--- config.mk ---
export PLATFORM = sky130hd
export DESIGN_NAME = peecc_run_controller
export DESIGN_NICKNAME = d
export VERILOG_FILES = /design/src/rtl/peecc_pkg.sv /design/src/rtl/peecc_lfsr.sv /design/src/rtl/peecc_run_controller.sv
export SDC_FILE = /design/constraint.sdc
export NUM_CORES = 1
export LEC_CHECK = 0
export CORE_MARGIN = 1
export CORE_UTILIZATION = 55
export DETAILED_ROUTE_END_ITERATION = 8
export PLACE_DENSITY = 0.8
export SYNTH_ARGS = -nofsm -noshare
export SYNTH_HDL_FRONTEND = slang
export SYNTH_SLANG_ARGS = --single-unit
--- constraint.sdc ---
create_clock -name CLK -period 5.1 [get_ports CLK]
set_clock_uncertainty 0.05 [all_clocks]
set_input_delay 1.02 -clock CLK [delete_from_list [all_inputs] [get_ports CLK]]
set_output_delay 1.02 -clock CLK [all_outputs]
set_load 0.01 [all_outputs]
--- src/rtl/peecc_pkg.sv ---
`default_nettype none
// ============================================================================
// Module      : peecc_pkg
// Description : Shared definitions for the PEECC self-test run controller.
//               Provides the default widths, the run sequencing limits, the
//               LFSR feedback mask and the controller state encoding.
// Revision    : 1.0 - initial release
// ============================================================================
package peecc_pkg;

    localparam int c_DATA_W      = 18;
    localparam int c_CNT_W       = 16;
    localparam int c_MAX_OUTST   = 11;
    localparam int c_TIMEOUT_CYC = 64;

    // Galois right-shift feedback mask for x^18 + x^11 + 1: bit (e-1) is set
    // for every non-constant term x^e.
    localparam logic [c_DATA_W-1:0] c_LFSR_POLY = 18'h20400;

    typedef enum logic [2:0] {
        c_ST_IDLE  = 3'd0,
        c_ST_LOAD  = 3'd1,
        c_ST_RUN   = 3'd2,
        c_ST_DRAIN = 3'd3,
        c_ST_DONE  = 3'd4,
        c_ST_ERR   = 3'd5
    } state_t;

endpackage
`default_nettype wire

--- src/rtl/peecc_lfsr.sv ---
`default_nettype none
// ============================================================================
// Module      : peecc_lfsr
// Description : Galois LFSR word generator for self-test runs.
//   CLK     in  clock
//   RST     in  synchronous active-high reset, state returns to 1
//   Load    in  load SeedIn (a zero seed is replaced by 1)
//   SeedIn  in  seed value
//   Advance in  step the LFSR by one position
//   Q       out current LFSR state
// Revision    : 1.0 - initial release
// ============================================================================
module peecc_lfsr
    import peecc_pkg::*;
#(
    parameter int                DATA_W = c_DATA_W,
    parameter logic [DATA_W-1:0] POLY   = DATA_W'(c_LFSR_POLY)
) (
    input  logic              CLK,
    input  logic              RST,
    input  logic              Load,
    input  logic [DATA_W-1:0] SeedIn,
    input  logic              Advance,
    output logic [DATA_W-1:0] Q
);

    logic [DATA_W-1:0] r_q;

    always_ff @(posedge CLK) begin
        if (RST) begin
            r_q <= DATA_W'(1);
        end else if (Load) begin
            // The all-zero state is a lock-up state for an LFSR.
            r_q <= (SeedIn == '0) ? DATA_W'(1) : SeedIn;
        end else if (Advance) begin
            r_q <= {1'b0, r_q[DATA_W-1:1]} ^ (r_q[0] ? POLY : '0);
        end
    end

    assign Q = r_q;

endmodule
`default_nettype wire

--- src/rtl/peecc_run_controller.sv ---
`default_nettype none
// ============================================================================
// Module      : peecc_run_controller
// Description : Sequences the PEECC encode/decode datapath for self-test runs.
//               Issues NumWords LFSR words over a valid/ready handshake, keeps
//               the number of words in flight bounded, tallies the returned
//               IsEqual results and flags a stalled datapath with a watchdog.
//   CLK, RST               clock, synchronous active-high reset
//   Start/NumWords/Seed    run request (accepted when not Busy)
//   DpData/DpValidIn/DpReady  word issue handshake towards the datapath
//   DpValidOut/DpIsEqual   result strobe and result from the datapath
//   Busy/Done/Timeout/ProtoErr  run status
//   PassCount/FailCount    saturating result tallies
// Revision    : 1.0 - initial release
// ============================================================================
module peecc_run_controller
    import peecc_pkg::*;
#(
    parameter int DATA_W      = c_DATA_W,
    parameter int CNT_W       = c_CNT_W,
    parameter int MAX_OUTST   = c_MAX_OUTST,
    parameter int TIMEOUT_CYC = c_TIMEOUT_CYC
) (
    input  logic              CLK,
    input  logic              RST,
    input  logic              Start,
    input  logic [CNT_W-1:0]  NumWords,
    input  logic [DATA_W-1:0] Seed,
    output logic [DATA_W-1:0] DpData,
    output logic              DpValidIn,
    input  logic              DpReady,
    input  logic              DpValidOut,
    input  logic              DpIsEqual,
    output logic              Busy,
    output logic              Done,
    output logic              Timeout,
    output logic              ProtoErr,
    output logic [CNT_W-1:0]  PassCount,
    output logic [CNT_W-1:0]  FailCount
);

    localparam int c_OUT_W = $clog2(MAX_OUTST + 1);
    localparam int c_WD_W  = $clog2(TIMEOUT_CYC + 1);

    state_t              r_state;
    logic [CNT_W-1:0]    r_num;
    logic [DATA_W-1:0]   r_seed;
    logic [CNT_W-1:0]    r_issued;
    logic [c_OUT_W-1:0]  r_inflight;
    logic [c_WD_W-1:0]   r_wd;
    logic                r_valid;
    logic                r_busy;
    logic                r_done;
    logic                r_timeout;
    logic                r_protoerr;
    logic [CNT_W-1:0]    r_pass;
    logic [CNT_W-1:0]    r_fail;

    logic                w_xfer;
    logic                w_active;
    logic                w_result;
    logic                w_stray;
    logic [CNT_W-1:0]    w_issued_nxt;
    logic [c_OUT_W-1:0]  w_inflight_nxt;
    logic [c_WD_W-1:0]   w_wd_inc;
    logic                w_wd_expire;
    logic                w_can_issue;
    logic [DATA_W-1:0]   w_lfsr_q;

    peecc_lfsr #(
        .DATA_W (DATA_W)
    ) u_lfsr (
        .CLK     (CLK),
        .RST     (RST),
        .Load    (r_state == c_ST_LOAD),
        .SeedIn  (r_seed),
        .Advance (w_xfer),
        .Q       (w_lfsr_q)
    );

    always_comb begin
        w_xfer         = r_valid & DpReady;
        w_active       = (r_state == c_ST_RUN) || (r_state == c_ST_DRAIN);
        // A result with nothing in flight cannot belong to this run.
        w_result       = w_active & DpValidOut & (r_inflight != '0);
        w_stray        = w_active & DpValidOut & (r_inflight == '0);
        w_issued_nxt   = r_issued + CNT_W'(w_xfer);
        w_inflight_nxt = r_inflight + c_OUT_W'(w_xfer) - c_OUT_W'(w_result);
        w_wd_inc       = r_wd + 1'b1;
        w_wd_expire    = w_active & ~DpValidOut & (r_inflight != '0) &
                         (w_wd_inc == c_WD_W'(TIMEOUT_CYC));
        // Evaluated on post-edge counts so a held word is never withdrawn:
        // while valid waits for ready, issued is frozen and in-flight can
        // only fall.
        w_can_issue    = (w_issued_nxt < r_num) &&
                         (w_inflight_nxt < c_OUT_W'(MAX_OUTST));
    end

    always_ff @(posedge CLK) begin
        if (RST) begin
            r_state    <= c_ST_IDLE;
            r_num      <= '0;
            r_seed     <= '0;
            r_issued   <= '0;
            r_inflight <= '0;
            r_wd       <= '0;
            r_valid    <= 1'b0;
            r_busy     <= 1'b0;
            r_done     <= 1'b0;
            r_timeout  <= 1'b0;
            r_protoerr <= 1'b0;
            r_pass     <= '0;
            r_fail     <= '0;
        end else begin
            r_done <= 1'b0;
            case (r_state)
                c_ST_IDLE, c_ST_DONE, c_ST_ERR: begin
                    if (Start) begin
                        r_state    <= c_ST_LOAD;
                        r_busy     <= 1'b1;
                        r_num      <= NumWords;
                        r_seed     <= Seed;
                        r_issued   <= '0;
                        r_inflight <= '0;
                        r_wd       <= '0;
                        r_timeout  <= 1'b0;
                        r_protoerr <= 1'b0;
                        r_pass     <= '0;
                        r_fail     <= '0;
                    end else if (r_state == c_ST_DONE) begin
                        r_state <= c_ST_IDLE;
                    end
                end

                c_ST_LOAD: begin
                    // The LFSR takes the seed at this edge, so the first
                    // word presented in RUN is the seed itself.
                    r_state <= c_ST_RUN;
                    r_valid <= (r_num != '0);
                end

                c_ST_RUN, c_ST_DRAIN: begin
                    r_issued   <= w_issued_nxt;
                    r_inflight <= w_inflight_nxt;

                    if (DpValidOut || (r_inflight == '0)) begin
                        r_wd <= '0;
                    end else begin
                        r_wd <= w_wd_inc;
                    end

                    if (w_stray) begin
                        r_protoerr <= 1'b1;
                    end

                    if (w_result) begin
                        if (DpIsEqual) begin
                            if (r_pass != '1) r_pass <= r_pass + 1'b1;
                        end else begin
                            if (r_fail != '1) r_fail <= r_fail + 1'b1;
                        end
                    end

                    if (w_wd_expire) begin
                        r_state   <= c_ST_ERR;
                        r_busy    <= 1'b0;
                        r_timeout <= 1'b1;
                        r_valid   <= 1'b0;
                    end else if ((r_state == c_ST_RUN) && (r_issued == r_num)) begin
                        r_state <= c_ST_DRAIN;
                        r_valid <= 1'b0;
                    end else if ((r_state == c_ST_DRAIN) && (r_inflight == '0)) begin
                        r_state <= c_ST_DONE;
                        r_busy  <= 1'b0;
                        r_done  <= 1'b1;
                    end else begin
                        r_valid <= (r_state == c_ST_RUN) && w_can_issue;
                    end
                end

                default: begin
                    r_state <= c_ST_IDLE;
                    r_busy  <= 1'b0;
                    r_valid <= 1'b0;
                end
            endcase
        end
    end

    // Data lines stay quiet whenever no word is offered.
    assign DpData    = r_valid ? w_lfsr_q : '0;
    assign DpValidIn = r_valid;
    assign Busy      = r_busy;
    assign Done      = r_done;
    assign Timeout   = r_timeout;
    assign ProtoErr  = r_protoerr;
    assign PassCount = r_pass;
    assign FailCount = r_fail;

endmodule
`default_nettype wire

### Cell outlines without signal wires, run 1

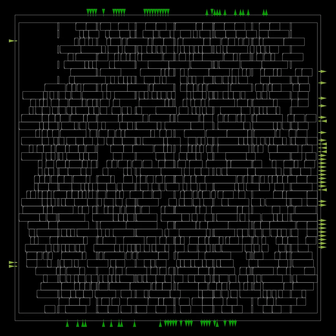
flop count: 119
flop share of the area: 0.302

### I/O nets highlighted, run 1

Scale bar: 20 um.
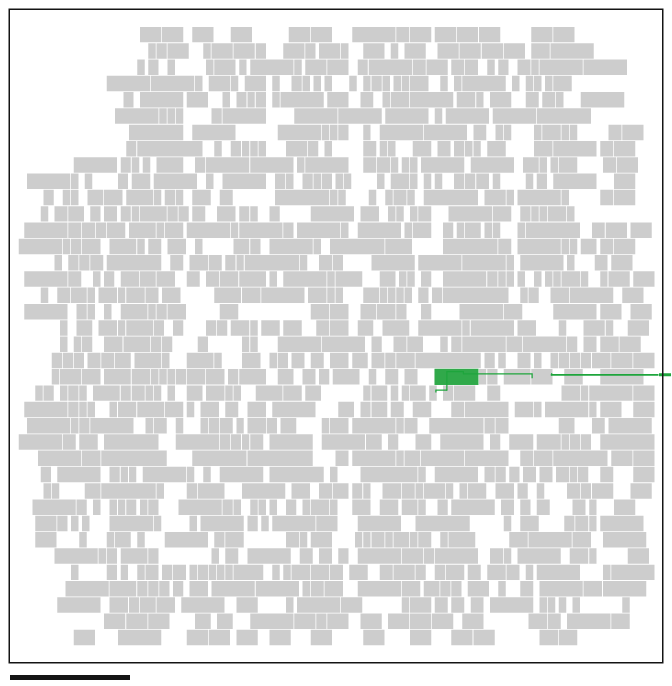
[`Busy`] green | bits: 1 | direction: output | edge: right | end cells: 1 | buffers: 1 | wire: 38.4 um
port buffer count: 94
total I/O pin count: 95

### Placed cells, one colour a class, run 1

Fill, decap, tap and diode cells in grey.
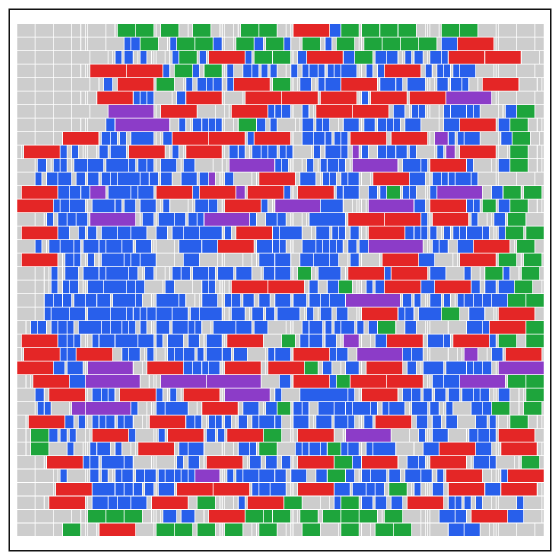
[clock drivers and dummy loads] purple | cells: 32
[remaining buffers and delay cells] green | cells: 103
[combinational and other logic] blue | cells: 639
[sequential cells] red | cells: 119
final core utilization: 0.719
core area: 11000 um2
design area: 7890 um2
# rows: 38

==> flow_metrics.tcl, run 1 <==
# collected from the flow reports
set metrics [dict create \
    post-route-min-period_ns 4.24 \
    gr-usage-all-layers 0.281 \
    ys_area_um2 6280 \
    pwr-share-seq 0.375 \
    holdPathEnd "r_seed[0]" \
    finalHoldViolations 0 \
    cts_buffers 17 \
    gr-usage-met3 0.0514 \
    r2r_start "DpValidIn" \
    synth_cell_types 58 \
    gr-usage-met1 0.344 \
    irDropWorstVdd_uv 321 \
    avgSynthCellArea_um2 7.76 \
    h-tree-depth 4 \
    die_w_um 109 \
    grt-ovfl-total 0 \
    hold_buffers 0 \
    synthMuxAreaShare 0.00478 \
    ys_sh_aoi 0.134 \
    die_h_um 109 \
    crit_buf_inv 2 \
    placed_cells 1001 \
    p_int_mw 2.04 \
    simple_gate_share 0.296 \
    warnings 27 \
    maxCapViolCount 0 \
    grt_max_degree 94 \
    fmax_mhz 236 \
    finalNonFillerCells 1033 \
    reg2reg_slack_ns 1.36 \
    slew-limit-headroom 0.271 \
    syn_nets 875 \
    required_ns 5.41 \
    arrival_ns 4.55 \
    wl_met2_mm 7.94 \
    top_cell_area_share 0.380 \
    vias_per_cell 5.77 \
    hp-start "r_seed[0]" \
    top_logic_kind "simple AND/OR/NAND/NOR gates" \
    fp_util 0.572 \
    cts_tree "done" \
    synthCells 809 \
    wl_per_cell_um 15.5 \
    worst_pin_slew_ns 1.09 \
    p_leak_nw 2.95 \
    nets 946 \
    area_delta_synth_final_pct 25.7 \
    cts_resized 0 \
    gp_congestion 0.915 \
    synthAdderAreaFrac 0.0530 \
    postCtsSetupRepairBufs 0 \
    swShare 0.268 \
    cp-start-kind "primary input" \
    path_cells "clkdlybuf4s50_1 -> nand2_1 -> inv_2 -> ha_1 -> nand2_1 -> nor3_1 -> and2_1 -> and3_1 -> xor2_1 -> ha_1 -> a21oi_1 -> nor2_1 -> a2111oi_0 -> nor3_1 -> nor4_1 -> a31o_2" \
    finalClockPeriodUsage 0.831 \
    drc_errors 0 \
    p_comb_frac 0.156 \
    fin_ws_ns 0.860 \
    worst_path_largest_cell_delay_ns 0.46 \
    xor_share 0.0865 \
    syn_area_um2 6280 \
    whs_ns 0.415 \
    hold_class "reg2reg" \
    postSynthSeqShare 0.380 \
    cts.path.max_buffers 2 \
    powerComb_mw 0.434 \
    met2_usage 0.479 \
    dp.final_hpwl_mm 11.1 \
    setup_tns_ns 0 \
    r2r_end "DpValidIn" \
    power_density_nw_per_um2 353 \
    cp_top_family "simple AND/OR/NAND/NOR gates" \
    seq-power_mw 1.04 \
    crit_fanout 4 \
    crit_type "in2reg" \
    top_power_group "clock" \
    critPathSlowestCell "clkdlybuf4s50_1" \
    top_cells_by_area "dfxtp_1 38%, nand2_1 8.4%, nor2_1 5.7%" \
    final_cell_mix "141 x nand2_1, 119 x dfxtp_1, 95 x nor2_1" \
    drv_slew 0 \
    ys_cells 809 \
    clkLatencyLatePin_ns 0.41 \
    num_vias 5965 \
    grt_pass1_vias 5638 \
    clockRootBuffer "clkbuf_16" \
    power_switching_mw 0.747 \
    wl_met3_um 627 \
    finalSetupViolations 0 \
    synth-edff-count 0 \
    dr.max_layer_used "met4" \
    ys.flop_type "dfxtp_1" \
    grt_pass1_wl_mm 26.0 \
    drt_iter0_drc 368 \
    status "completed" \
    clock_power_mw 1.31 \
    rsz0062_at_grt "false" \
    largest_area_cell "dfxtp_1" \
    cp-endpoint "DpValidIn" \
    antenna_found_initial 0 \
    clock-sinks 119 \
]
run 1: state kept, by name, summed over array words and instances (netlist names):
name / count
Timeout: 1
r_inflight: 4
r_seed: 18
Busy: 1
PassCount: 16
u_lfsr.Q: 18
ProtoErr: 1
r_num: 16
r_issued: 16
FailCount: 16
r_state: 3
r_wd: 7
DpValidIn: 1
Done: 1
run 1: final cells by class:
cell class              count  area [um2]
multi-input cells         617        3600
fillers                   874        3090
flip-flops and latches    119        2380
repair buffers            103        1000
clock buffers              20         447
clock inverters            12         200
well taps                 140         175
inverters                  22        82.6
run 1: stage by stage:
stage	area (um2)	power, mW
floorplan	6280	1.34
global placement	7250	1.48
detailed placement	7250	1.49
CTS	7890	2.79
global route	7890	2.89
finish	7890	2.79
### Signal metal coverage by tile, run 1

22 x 22 tiles, from dark blue (low) to red (high), scaled to the fullest tile. Values are wire area over tile area, all layers added.
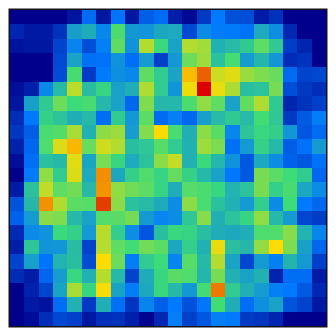

==> run 1 -> run 2 <==
==> constraint.sdc (replaced) <==
create_clock -name CLK -period 4.05 [get_ports CLK]
set_clock_uncertainty 0.05 [all_clocks]
set_input_delay 0.81 -clock CLK [delete_from_list [all_inputs] [get_ports CLK]]
set_output_delay 0.81 -clock CLK [all_outputs]
set_load 0.01 [all_outputs]
### Signal metal coverage by tile, run 2

22 x 22 tiles, from dark blue (low) to red (high), scaled to the fullest tile. Values are wire area over tile area, all layers added.
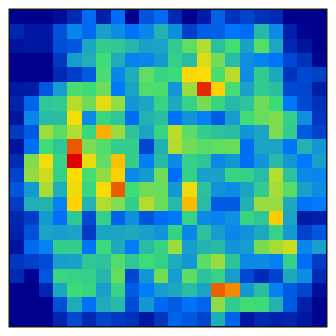
tiles over half the peak: 19%
nearly empty tiles: 6.0%
mean over tiles: 0.21
fullest tile: 0.62
Tot GR Track Use: 0.279
final WL: 15.8 mm
vias: 5974

==> flow_metrics.tcl, run 2 <==
# collected from the flow reports
set metrics [dict create \
    status "completed" \
    swShare 0.277 \
    n_tap_cell 140 \
    top_cells_by_area "dfxtp_1 38%, nand2_1 8.4%, nor2_1 5.7%" \
    post-route-min-period_ns 3.73 \
    drv_slew 0 \
    crit_buf_inv 2 \
    top_power_group "clock" \
    required_ns 4.36 \
    n_clock_buffer 25 \
    area_delta_synth_final_pct 24.6 \
    dp.final_hpwl_mm 11.2 \
    fill_cells 895 \
    ys_area_um2 6280 \
    gr-usage-met1 0.347 \
    wl_met3_um 737 \
    yosysWarnings 0 \
    cp_num_cells 16 \
    clk_share 0.0672 \
    gp_congestion 0.896 \
    grt_pass1_vias 5528 \
    worst_path_largest_cell_delay_ns 0.49 \
    rsz0062_at_grt "false" \
    p_leak_nw 2.94 \
    avgSynthCellArea_um2 7.76 \
    clock-sinks 119 \
    met2_usage 0.471 \
    p_comb_frac 0.172 \
    cp-start-kind "primary input" \
    synth_cell_types 58 \
    setup_tns_ns 0 \
    clockRootBuffer "clkbuf_16" \
    hold_class "reg2reg" \
    nFlopsAndLatches 119 \
    cts_resized 0 \
    finalInstanceArea_um2 7820 \
    regArea_um2 2380 \
    cp-endpoint "DpValidIn" \
    drt_iter0_drc 362 \
    clock_power_mw 1.33 \
    ys.flop_type "dfxtp_1" \
    clockPowerShare 0.416 \
    cts_tree "done" \
    r2r_start "DpValidIn" \
    core-area_um2 11000 \
    grt-ovfl-total 0 \
    critPathSlowestCell "clkdlybuf4s50_1" \
    r2r_end "DpValidIn" \
    clkSlewWorstSetupHoldPaths_ns 0.05 \
    first_pass_iters 5 \
    io_pins 95 \
    holdPathEnd "r_seed[0]" \
    cts_buffers 17 \
    numPortBuffers 94 \
    final_cell_mix "141 x nand2_1, 119 x dfxtp_1, 95 x nor2_1" \
    syn_nets 875 \
    hold_buffers 0 \
    nets 953 \
    path_cells "clkdlybuf4s50_1 -> nand2_1 -> inv_2 -> ha_1 -> nand2_1 -> nor3_1 -> and2_1 -> and3_1 -> xor2_1 -> ha_1 -> a21oi_1 -> nor2_1 -> a2111oi_0 -> nor3_1 -> nor4_1 -> a31o_2" \
    reg2reg_slack_ns 0.67 \
    top_usage_layer "met2" \
    synth-edff-count 0 \
    cts.path.max_buffers 2 \
    seq-power_mw 1.31 \
    whs_ns 0.418 \
    common_cells "141 x nand2_1, 119 x dfxtp_1, 95 x nor2_1" \
    syn_area_um2 6280 \
    maxCapViolCount 0 \
    placed_cells 1008 \
    postCtsSetupRepairBufs 0 \
    finalHoldViolations 0 \
    wl_met2_mm 7.82 \
    die_area_um2 11800 \
    grt_max_degree 64 \
    seq_area_frac 0.304 \
    cp-end-kind "flip-flop" \
    worst_pin_slew_ns 1.05 \
    crit_fanout 3 \
    mi_logic_area_um2 3600 \
    warnings 27 \
    p_int_mw 2.31 \
    slew-limit-headroom 0.297 \
    wl_per_cell_um 15.2 \
    antenna_found_initial 0 \
    dr.max_layer_used "met4" \
    cp_top_family "simple AND/OR/NAND/NOR gates" \
    fp_util 0.572 \
    postSynthSeqShare 0.380 \
    clkLatencyLatePin_ns 0.41 \
    ys_cells 809 \
    crit_type "in2reg" \
    comb_share 0.460 \
    postPlaceCellArea_um2 7300 \
    arrival_ns 4.04 \
    hp-start "r_seed[0]" \
    async_reset_ff_frac 0 \
    top_cell_area_share 0.380 \
    pwr-share-seq 0.412 \
    dominant_cells "logic gates" \
    nonClkBufAreaFrac 0.135 \
    largest_area_cell "dfxtp_1" \
    vias_per_cell 5.76 \
    finalClockPeriodUsage 0.920 \
    nonClockInverterCount 22 \
    finalNonFillerCells 1037 \
    buffers 110 \
    fmax_mhz 268 \
    grt_pass1_wl_mm 25.9 \
    die_w_um 109 \
    logic_gate_count 617 \
    power_density_nw_per_um2 408 \
    fp-row-count 38 \
    power_switching_mw 0.884 \
    powerComb_mw 0.549 \
    synthCells 809 \
    h-tree-depth 4 \
    irDropWorstVdd_uv 385 \
    die_h_um 109 \
    drc_errors 0 \
    finalSetupViolations 0 \
    gr-usage-met3 0.0574 \
    detail-route-antenna-nets 0 \
]
-- run 2: cell counts after synthesis --
Identical to the previous run, type by type.
-- run 2: per-stage QoR --
step                      setup slack [ns]  total power [mW]  utilization
after floorplan                      0.310              1.68            -
after global placement              0.0926              1.86        0.665
after detailed placement            0.0244              1.88        0.665
after CTS                            0.422              3.21        0.712
after global routing                0.0587              3.33        0.712
final                                0.323              3.19        0.712
-- run 2: cells by family after synthesis --
family | synth area share
compound gates | 0.134
xor+xnor | 0.0865
fa+ha+maj | 0.0530
buf+inv | 0.0466
flops | 0.380
mux | 0.00478
simple gates | 0.296
### PDN straps and rails, run 2

Scale bar: 20 um. Pins as bars on the die edge. Tap cells in grey.
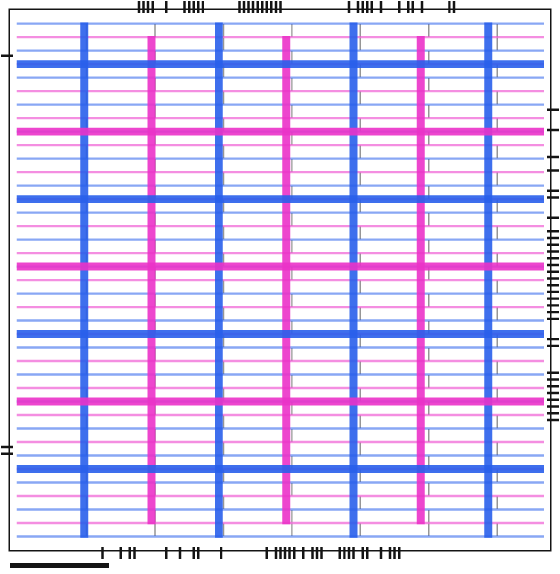

==> run 2 -> run 3 <==
--- a/config.mk
+++ b/config.mk
@@ -5,10 +5,12 @@
 export SDC_FILE = /design/constraint.sdc
 export NUM_CORES = 1
 export LEC_CHECK = 0
-export CORE_MARGIN = 1
-export CORE_UTILIZATION = 55
+export CELL_PAD_IN_SITES_DETAIL_PLACEMENT = 0
+export CELL_PAD_IN_SITES_GLOBAL_PLACEMENT = 1
+export CORE_MARGIN = 2
+export CORE_UTILIZATION = 40
 export DETAILED_ROUTE_END_ITERATION = 8
-export PLACE_DENSITY = 0.8
+export PLACE_DENSITY = 0.79
 export SYNTH_ARGS = -nofsm -noshare
 export SYNTH_HDL_FRONTEND = slang
 export SYNTH_SLANG_ARGS = --single-unit
### PDN straps and rails, run 3

Scale bar: 50 um. Pins as bars on the die edge. Tap cells in grey.
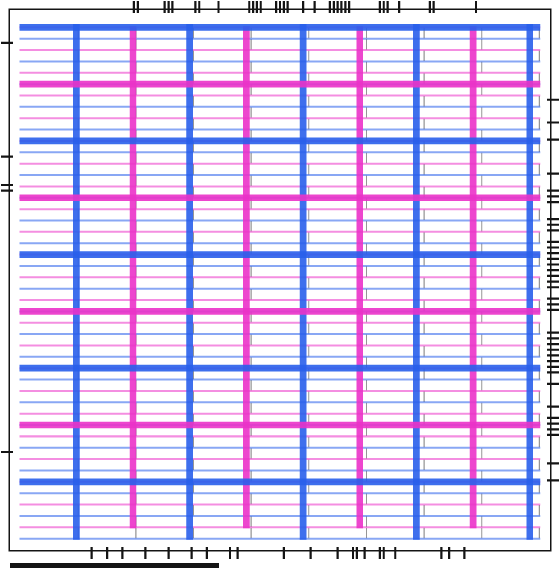
[VSS] blue
[VDD] magenta
rows: 45
tap cells: 211
met5 straps: 9
core area: 15300 um2
Chip Height: 129 um
Die Wd: 129 um
Max VDD drop: 273 uV

==> flow_metrics.tcl, run 3 <==
# collected from the flow reports
set metrics [dict create \
    synthMuxAreaShare 0.00478 \
    clkSlewWorstSetupHoldPaths_ns 0.06 \
    grt_pass1_vias 5557 \
    finalSetupViolations 0 \
    reg2reg_slack_ns 0.95 \
    crit_type "in2reg" \
    buffers 113 \
    cp-start-kind "primary input" \
    seq-power_mw 1.32 \
    synth_cell_types 58 \
    cp-endpoint "DpValidIn" \
    nets 956 \
    lay_top_count "nand2_1" \
    dominant_cells "logic gates" \
    grt-ovfl-total 0 \
    routed_wl_mm 16.8 \
    postCtsSetupRepairBufs 0 \
    nFlopsAndLatches 119 \
    r2r_end "DpValidIn" \
    post-route-min-period_ns 3.67 \
    p_int_mw 2.61 \
    hp-start "r_seed[10]" \
    nonClkBufAreaFrac 0.134 \
    crit_fanout 3 \
    n_antenna_cell 0 \
    common_cells "141 x nand2_1, 119 x dfxtp_1, 95 x nor2_1" \
    crit_buf_inv 2 \
    wl_per_cell_um 15.1 \
    gp_congestion 0.909 \
    synth-edff-count 0 \
    async_reset_ff_frac 0 \
    synthAdderAreaFrac 0.0530 \
    vias_per_cell 5.27 \
    status "completed" \
    power_density_nw_per_um2 442 \
    fmax_mhz 272 \
    path_cells "clkdlybuf4s50_1 -> nand2_1 -> inv_2 -> ha_1 -> nand2_1 -> nor3_1 -> and2_1 -> and3_1 -> xor2_1 -> ha_1 -> a21oi_1 -> nor2_1 -> a2111oi_0 -> nor3_1 -> nor4_1 -> a31o_2" \
    maxCapViolCount 0 \
    ys.flop_type "dfxtp_1" \
    cp_num_cells 16 \
    critPathLaunch "DpReady" \
    pwr-share-seq 0.370 \
    io_pins 95 \
    warnings 27 \
    seq_area_frac 0.295 \
    finalHoldViolations 0 \
    syn_nets 875 \
    r2r_start "DpValidIn" \
    detail-route-antenna-nets 0 \
    finalClockPeriodUsage 0.907 \
    top_power_group "clock" \
    min_path_cells 2 \
    ys_sh_aoi 0.134 \
    drc_errors 0 \
    ys_area_um2 6280 \
    avgSynthCellArea_um2 7.76 \
    simple_gate_share 0.296 \
    arrival_ns 3.99 \
    cts.path.max_buffers 2 \
    p_comb_frac 0.155 \
    fp-row-count 45 \
    power_switching_mw 0.959 \
    fp_util 0.411 \
    top_logic_kind "simple AND/OR/NAND/NOR gates" \
    gr-usage-all-layers 0.207 \
    swShare 0.269 \
    reg2regPathDepth 15 \
    syn_area_um2 6280 \
    n_tap_cell 211 \
    regArea_um2 2380 \
    fill_cells 1463 \
    final_core_util 0.529 \
    synth.most_common_cell "nand2_1" \
    setup_tns_ns 0 \
    p_leak_nw 3.01 \
    cts_buffers 17 \
    top_cell_area_share 0.380 \
    num_vias 5867 \
    worst_pin_slew_ns 0.965 \
    mi_logic_area_um2 3600 \
    first_pass_iters 5 \
    worst_path_largest_cell_delay_ns 0.51 \
    drv_slew 0 \
    hold_class "reg2reg" \
    cp_top_family "simple AND/OR/NAND/NOR gates" \
    drive_gt1_frac 0.0653 \
    clkLatencyLatePin_ns 0.42 \
    clock_power_mw 1.69 \
    die_area_um2 16700 \
    final_cell_mix "141 x nand2_1, 119 x dfxtp_1, 95 x nor2_1" \
    xor_share 0.0865 \
    clockRootBuffer "clkbuf_16" \
    holdPathEnd "r_seed[10]" \
    yosysWarnings 0 \
    grt_max_degree 42 \
    drt_iter0_drc 369 \
    cts_resized 0 \
    slew-limit-headroom 0.355 \
    clock-sinks 119 \
    largest_area_cell "dfxtp_1" \
    logic_gate_count 617 \
    antenna_found_initial 0 \
    h-tree-depth 4 \
    postSynthSeqShare 0.380 \
    ys_cells 809 \
    n_clock_buffer 21 \
    clk_share 0.0823 \
    dp.final_hpwl_mm 11.8 \
    top_cells_by_area "dfxtp_1 38%, nand2_1 8.4%, nor2_1 5.7%" \
    synthCells 809 \
    hold_buffers 0 \
    nonClockInverterCount 22 \
    critPathSlowestCell "clkdlybuf4s50_1" \
    numPortBuffers 94 \
    cp-end-kind "flip-flop" \
    cts_tree "done" \
    ys.flops 119 \
    comb_share 0.446 \
    grt_pass1_wl_mm 27.3 \
    clockPowerShare 0.475 \
    powerComb_mw 0.554 \
    rsz0062_at_grt "false" \
    required_ns 4.36 \
    area_delta_synth_final_pct 28.6 \
]
==> run 3: cell types whose count changed in the layout (fill, tap and decap cells not counted), moves of 2 or more <==
cell       change
clkinv_4       +2
bufinv_16      +5
clkbuf_1       -2
clkbuf_8       -2
clkinv_2       -2
buf_4          +3
==> run 3: metrics by stage <==
stage	instances	power, mW	setup slack [ns]	hold slack (ns)	cell area [um2]
2_1_floorplan	809	1.68	0.310	0.387	6280
3_3_place_gp	1082	1.89	0.0123	0.406	7410
3_5_place_dp	1082	1.90	-0.0222	0.407	7410
4_1_cts	1114	3.60	0.373	0.415	8070
5_1_grt	1114	3.73	0.0857	0.446	8070
6_report	1114	3.56	0.376	0.420	8070
==> run 3: routing by layer <==
metal	global-route usage	wire length, um
met2	0.348	8160
met4	0.0774	204
met5	0	0
met1	0.261	7800
met3	0.0442	674
Power is estimated from default activity; no workload was simulated.
